==> src/rtl/bf16_simd_operand_issue.sv <==
// BF16 SIMD operand issue stage: maps per-lane sources onto FMA operands
// (A*B+C) by funct5, zeroes disabled lanes and illegal ops, and buffers
// the result behind a 2-entry valid/ready skid stage.
//
// state | meaning
// EMPTY | no operation buffered, outputs invalid
// ONE   | main register holds the head operation
// FULL  | main holds the head, skid holds the next one; in_ready low
module bf16_simd_operand_issue #(
  parameter int          LANES     = 2,
  parameter logic [15:0] ONE_BF16  = 16'h3F80,
  parameter logic [15:0] ZERO_BF16 = 16'h0000
) (
  input  logic               clk,
  input  logic               rst,
  input  logic               in_valid,
  output logic               in_ready,
  input  logic [16*LANES-1:0] in1,
  input  logic [16*LANES-1:0] in2,
  input  logic [16*LANES-1:0] in3,
  input  logic [4:0]         funct5,
  input  logic [LANES-1:0]   lane_en,
  output logic               out_valid,
  input  logic               out_ready,
  output logic [16*LANES-1:0] out1,
  output logic [16*LANES-1:0] out2,
  output logic [16*LANES-1:0] out3,
  output logic [4:0]         out_funct5,
  output logic [LANES-1:0]   out_lane_en,
  output logic               out_illegal
);

  localparam int W   = 16 * LANES;
  localparam int OPW = 3 * W + 5 + LANES + 1;

  localparam logic [1:0] EMPTY = 2'd0;
  localparam logic [1:0] ONE   = 2'd1;
  localparam logic [1:0] FULL  = 2'd2;

  localparam logic [1:0] K_ADD = 2'd0;
  localparam logic [1:0] K_MUL = 2'd1;
  localparam logic [1:0] K_FMA = 2'd2;
  localparam logic [1:0] K_ILL = 2'd3;

  logic [1:0]     state;
  logic [1:0]     state_next;
  logic [1:0]     kind;
  logic [W-1:0]   dec_a;
  logic [W-1:0]   dec_b;
  logic [W-1:0]   dec_c;
  logic           dec_illegal;
  logic [OPW-1:0] dec_op;
  logic [OPW-1:0] main_q;
  logic [OPW-1:0] skid_q;
  logic           accept;
  logic           pop;
  logic           load_main;
  logic           load_skid;
  logic           move_skid;

  // Combinational decode of the incoming operation into A/B/C per lane.
  always_comb begin
    case (funct5)
      5'b00000, 5'b00001: kind = K_ADD;
      5'b00010:           kind = K_MUL;
      5'b00100, 5'b00101: kind = K_FMA;
      default:            kind = K_ILL;
    endcase
    dec_illegal = (kind == K_ILL);
    dec_a = {LANES{ZERO_BF16}};
    dec_b = {LANES{ZERO_BF16}};
    dec_c = {LANES{ZERO_BF16}};
    for (int i = 0; i < LANES; i++) begin
      if (lane_en[i] && !dec_illegal) begin
        dec_a[16*i +: 16] = in1[16*i +: 16];
        case (kind)
          K_ADD: begin
            dec_b[16*i +: 16] = ONE_BF16;
            dec_c[16*i +: 16] = in2[16*i +: 16];
          end
          K_MUL: begin
            dec_b[16*i +: 16] = in2[16*i +: 16];
          end
          default: begin
            dec_b[16*i +: 16] = in2[16*i +: 16];
            dec_c[16*i +: 16] = in3[16*i +: 16];
          end
        endcase
      end
    end
    dec_op = {dec_illegal, lane_en, funct5, dec_c, dec_b, dec_a};
  end

  // Occupancy state register.
  always_ff @(posedge clk or posedge rst) begin
    if (rst) state <= EMPTY;
    else     state <= state_next;
  end

  // Occupancy transitions on accept/pop.
  always_comb begin
    state_next = state;
    case (state)
      EMPTY:   if (accept) state_next = ONE;
      ONE: begin
        if (accept && !pop)      state_next = FULL;
        else if (pop && !accept) state_next = EMPTY;
      end
      FULL:    if (pop) state_next = ONE;
      default: state_next = EMPTY;
    endcase
  end

  // Handshake and buffer-load controls from the current occupancy.
  always_comb begin
    in_ready  = !rst && (state != FULL);
    out_valid = (state != EMPTY);
    accept    = in_valid && in_ready;
    pop       = out_valid && out_ready;
    load_main = accept && ((state == EMPTY) || ((state == ONE) && pop));
    load_skid = accept && (state == ONE) && !pop;
    move_skid = pop && (state == FULL);
  end

  // Main and skid data registers; main always holds the FIFO head.
  always_ff @(posedge clk or posedge rst) begin
    if (rst) begin
      main_q <= '0;
      skid_q <= '0;
    end else begin
      if (load_main)      main_q <= dec_op;
      else if (move_skid) main_q <= skid_q;
      if (load_skid)      skid_q <= dec_op;
    end
  end

  assign out1        = main_q[W-1:0];
  assign out2        = main_q[2*W-1:W];
  assign out3        = main_q[3*W-1:2*W];
  assign out_funct5  = main_q[3*W+4:3*W];
  assign out_lane_en = main_q[3*W+5+LANES-1:3*W+5];
  assign out_illegal = main_q[OPW-1];

endmodule

==> config.mk <==
export PLATFORM = sky130hd
export DESIGN_NAME = bf16_simd_operand_issue
export DESIGN_NICKNAME = d
export VERILOG_FILES = /design/src/rtl/bf16_simd_operand_issue.sv
export SDC_FILE = /design/constraint.sdc
export NUM_CORES = 1
export LEC_CHECK = 0
export CORE_UTILIZATION = 35
export DETAILED_ROUTE_END_ITERATION = 8
export PLACE_DENSITY_LB_ADDON = 0.2
export SLEW_MARGIN = 20
export SYNTH_ARGS = -nofsm -noshare
export SYNTH_HDL_FRONTEND = slang
export SYNTH_SLANG_ARGS = --single-unit
==> constraint.sdc <==
create_clock -name clk -period 7.7 [get_ports clk]
set_input_delay 0.77 -clock clk [delete_from_list [all_inputs] [get_ports clk]]
set_output_delay 0.77 -clock clk [all_outputs]
set_load 0.005 [all_outputs]
Figure 1. Metal layers overlaid (run 1).
Scale: 1.5 px per um. Only two layers are drawn.
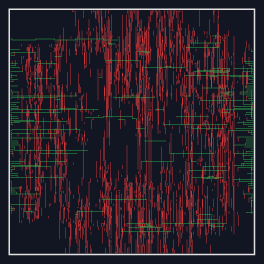
legend:
  green:
    layer: M3
    wire_length: 2,050 um
  red:
    layer: M2
    wire_length: 11,900 um
All-Layer GR Usage: 19.6%
aggregate routed wire length: 26,100 um
total number of vias: 7,346

Figure 2. Met2 routing (run 1).
Scale: 3 px per um.
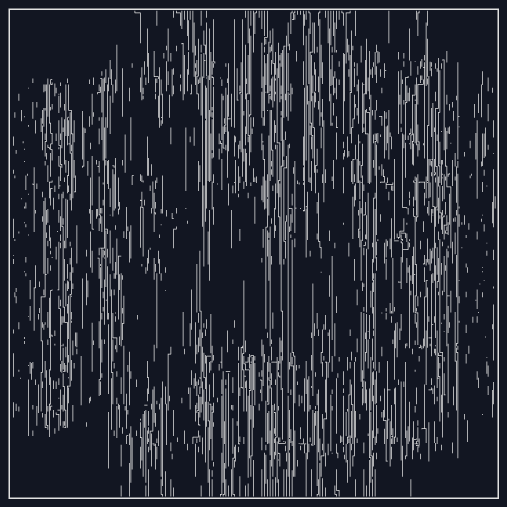
main direction: vertical
nets with wire on the layer: 899

==> results.rst, run 1 <==
Physical design figures
=======================

.. list-table::
   :header-rows: 1

   * - Metric
     - Value
   * - Placed Area
     - about 11,000 sq um
   * - CP delay by family, top
     - buffers and inverters
   * - Final hold slack
     - between 400 and 500 ps
   * - Resize count post-CTS
     - 0
   * - Combinational share of power
     - 16.3%
   * - XOR/XNOR share of the synthesized area
     - 0%
   * - Sequential fraction of total cell area
     - between 40% and 50%
   * - Length of routed met2 wiring
     - 11,900 um
   * - Syn_area_per_cell
     - 10.6 sq um
   * - Most instantiated flip-flop cell in the synthesis netlist
     - dfrtp_1
   * - Dominant kind of cell
     - registers
   * - Master of the slowest instance on the critical path
     - clkdlybuf4s50_1
   * - Final weighted congestion of routability-driven global placement
     - between 0.7 and 0.8
   * - Post-Synthesis Cell Area
     - 9010 sq um
   * - Most frequent cell after synthesis
     - dfrtp_1
   * - Fill count
     - around 2,300
   * - Data-path buffer share of cell area in the final layout
     - 18.3%
   * - Multi-input gates
     - 559
   * - Metal-1 WL
     - 11,800 um
   * - Clock tree cell share of total cell area
     - under 10%
   * - DP Worst Slack
     - 3210 ps
   * - Post-route total power
     - between 2 and 3 mW
   * - Tap Count
     - 330
   * - Most used cell along the critical path
     - buf_4
   * - Headroom to the max-slew limit
     - 33.2%
   * - CTS tree
     - built
   * - Fraction of power consumed by sequential logic
     - 44.9%
   * - Post-route clock skew
     - 13.2 ps
   * - Max power group
     - sequential cells
   * - Worst path cell trace
     - clkdlybuf4s50_1 -> nor2b_1 -> nor3_2 -> buf_4 -> nor2_4 -> buf_12 -> buf_4 -> a221o_1
   * - Number of sinks on the clock net
     - 210
   * - Multi-input logic portion of the cell area
     - ~28%
   * - Share of synthesized area spent on multiplexers
     - 0.444%
   * - Complex-gate fraction of the synthesized area
     - 19.9%
   * - Biggest area contributors in the synthesized netlist
     - dfrtp_1 (58%), a221o_1 (10%), nand2_1 (7.3%)
   * - Basic-gate share of the synthesized area counting and, or, nand and nor cells
     - roughly 17%
   * - Maximum fanout along the worst path
     - 56
   * - Result of the run
     - completed
   * - Maximum ir drop on the vdd rail
     - 0.000108 V
   * - CTS clock-pin slew for the worst setup and hold paths
     - 50 ps
   * - Flip-flop and latch count after synthesis
     - 210
   * - Classification of the worst-slack hold path
     - reg -> reg
   * - Worst Reg-to-Reg Cells
     - 7
   * - Peak Freq
     - between 200 and 300 MHz
Figure 3. I/O pins on the die edge (run 1).
Scale: 3 px per um. Pins as bars across the die edge, other pins in gray.
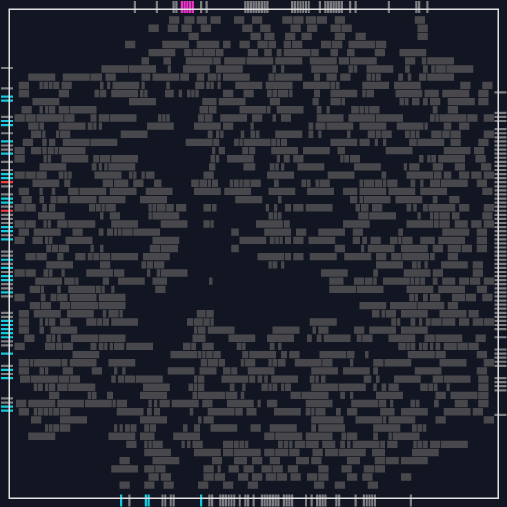
legend:
  cyan:
    port: in1
    pins: 32
    direction: input
    edge: 28 west, 4 south
  red:
    port: out_lane_en
    pins: 2
    direction: output
    edge: west
  magenta:
    port: funct5
    pins: 5
    direction: input
    edge: north
Die Y-Extent: 162 um
x dimension of the die: 162 um
number of port buffers: 212

Figure 4. I/O nets highlighted (run 1).
Scale: 1.5 px per um.
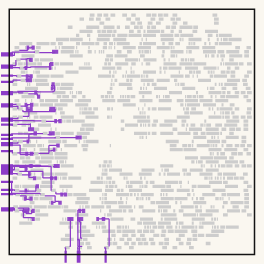
legend:
  purple:
    port: in1
    direction: input
    end_cells: 64
    buffers: 32
    wire: 789 um
Boundary Pins: 213

Figure 5. Cell outlines without signal wires (run 1).
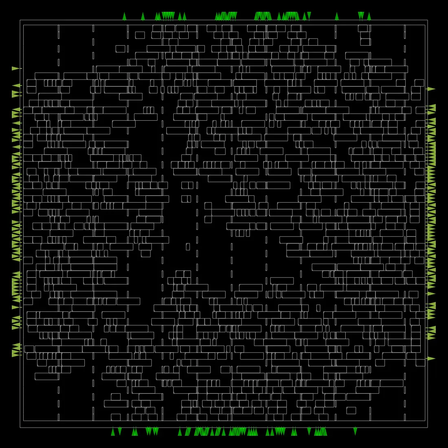

==> run 2, diff against run 1 <==
==> constraint.sdc (replaced) <==
create_clock -name clk -period 2.87 [get_ports clk]
set_input_delay 0.287 -clock clk [delete_from_list [all_inputs] [get_ports clk]]
set_output_delay 0.287 -clock clk [all_outputs]
set_load 0.005 [all_outputs]
Figure 6. Cell outlines without signal wires (run 2).
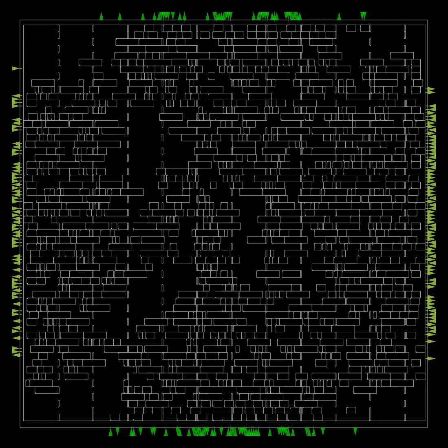
floorplan core area: 25,300 sq um
flip-flop and latch count: 210
number of standard-cell rows in the floorplan: 58

==> results.rst, run 2 <==
Physical design figures
=======================

.. list-table::
   :header-rows: 1

   * - Metric
     - Value
   * - Result of the run
     - completed
   * - Maximum fanout along the worst path
     - 11
   * - Basic-gate share of the synthesized area counting and, or, nand and nor cells
     - 17.4%
   * - Sequential fraction of total cell area
     - 42.4%
   * - Tap Count
     - 330
   * - CTS clock-pin slew for the worst setup and hold paths
     - 60 ps
   * - Complex-gate fraction of the synthesized area
     - 19.9%
   * - CTS tree
     - built
   * - Flip-flop and latch count after synthesis
     - ~210
   * - Most instantiated flip-flop cell in the synthesis netlist
     - dfrtp_1
   * - GRT Max-Usage Layer
     - met2
   * - Post-route clock skew
     - 16.9 ps
   * - Resize count post-CTS
     - 0
   * - Dominant kind of cell
     - registers
   * - Clock tree cell share of total cell area
     - 6.97%
   * - Fill count
     - 2,346
   * - Boundary Pins
     - 213
   * - Post-route total power
     - 8.13 mW
   * - Final hold slack
     - 327 ps
   * - Share of synthesized area spent on multiplexers
     - 0.444%
   * - Aggregate routed wire length
     - 26,900 um
   * - Fraction of final layout cells with drive strength greater than 1
     - under 10%
   * - Die Y-Extent
     - ~160 um
   * - Classification of the worst-slack hold path
     - in -> reg
   * - Length of routed met2 wiring
     - 12,000 um
   * - Number of port buffers
     - 212
   * - Headroom to the max-slew limit
     - 57.2%
   * - XOR/XNOR share of the synthesized area
     - 0%
   * - Master of the slowest instance on the critical path
     - dfrtp_1
   * - Post-Synthesis Cell Area
     - 9010 sq um
   * - Multi-input logic portion of the cell area
     - 27.8%
   * - Worst Reg-to-Reg Cells
     - 5
   * - Peak Freq
     - between 400 and 500 MHz
   * - Fraction of power consumed by sequential logic
     - 43.1%
   * - Worst path cell trace
     - nor2b_2 -> nor2_1 -> clkdlybuf4s50_1
   * - Data-path buffer share of cell area in the final layout
     - 19.4%
   * - Final weighted congestion of routability-driven global placement
     - roughly 0.75
   * - Total number of vias
     - 7,515
   * - Max power group
     - sequential cells
   * - Maximum ir drop on the vdd rail
     - ~0.0004 V
   * - Most frequent cell after synthesis
     - dfrtp_1
Power is estimated from default activity; no workload was simulated.
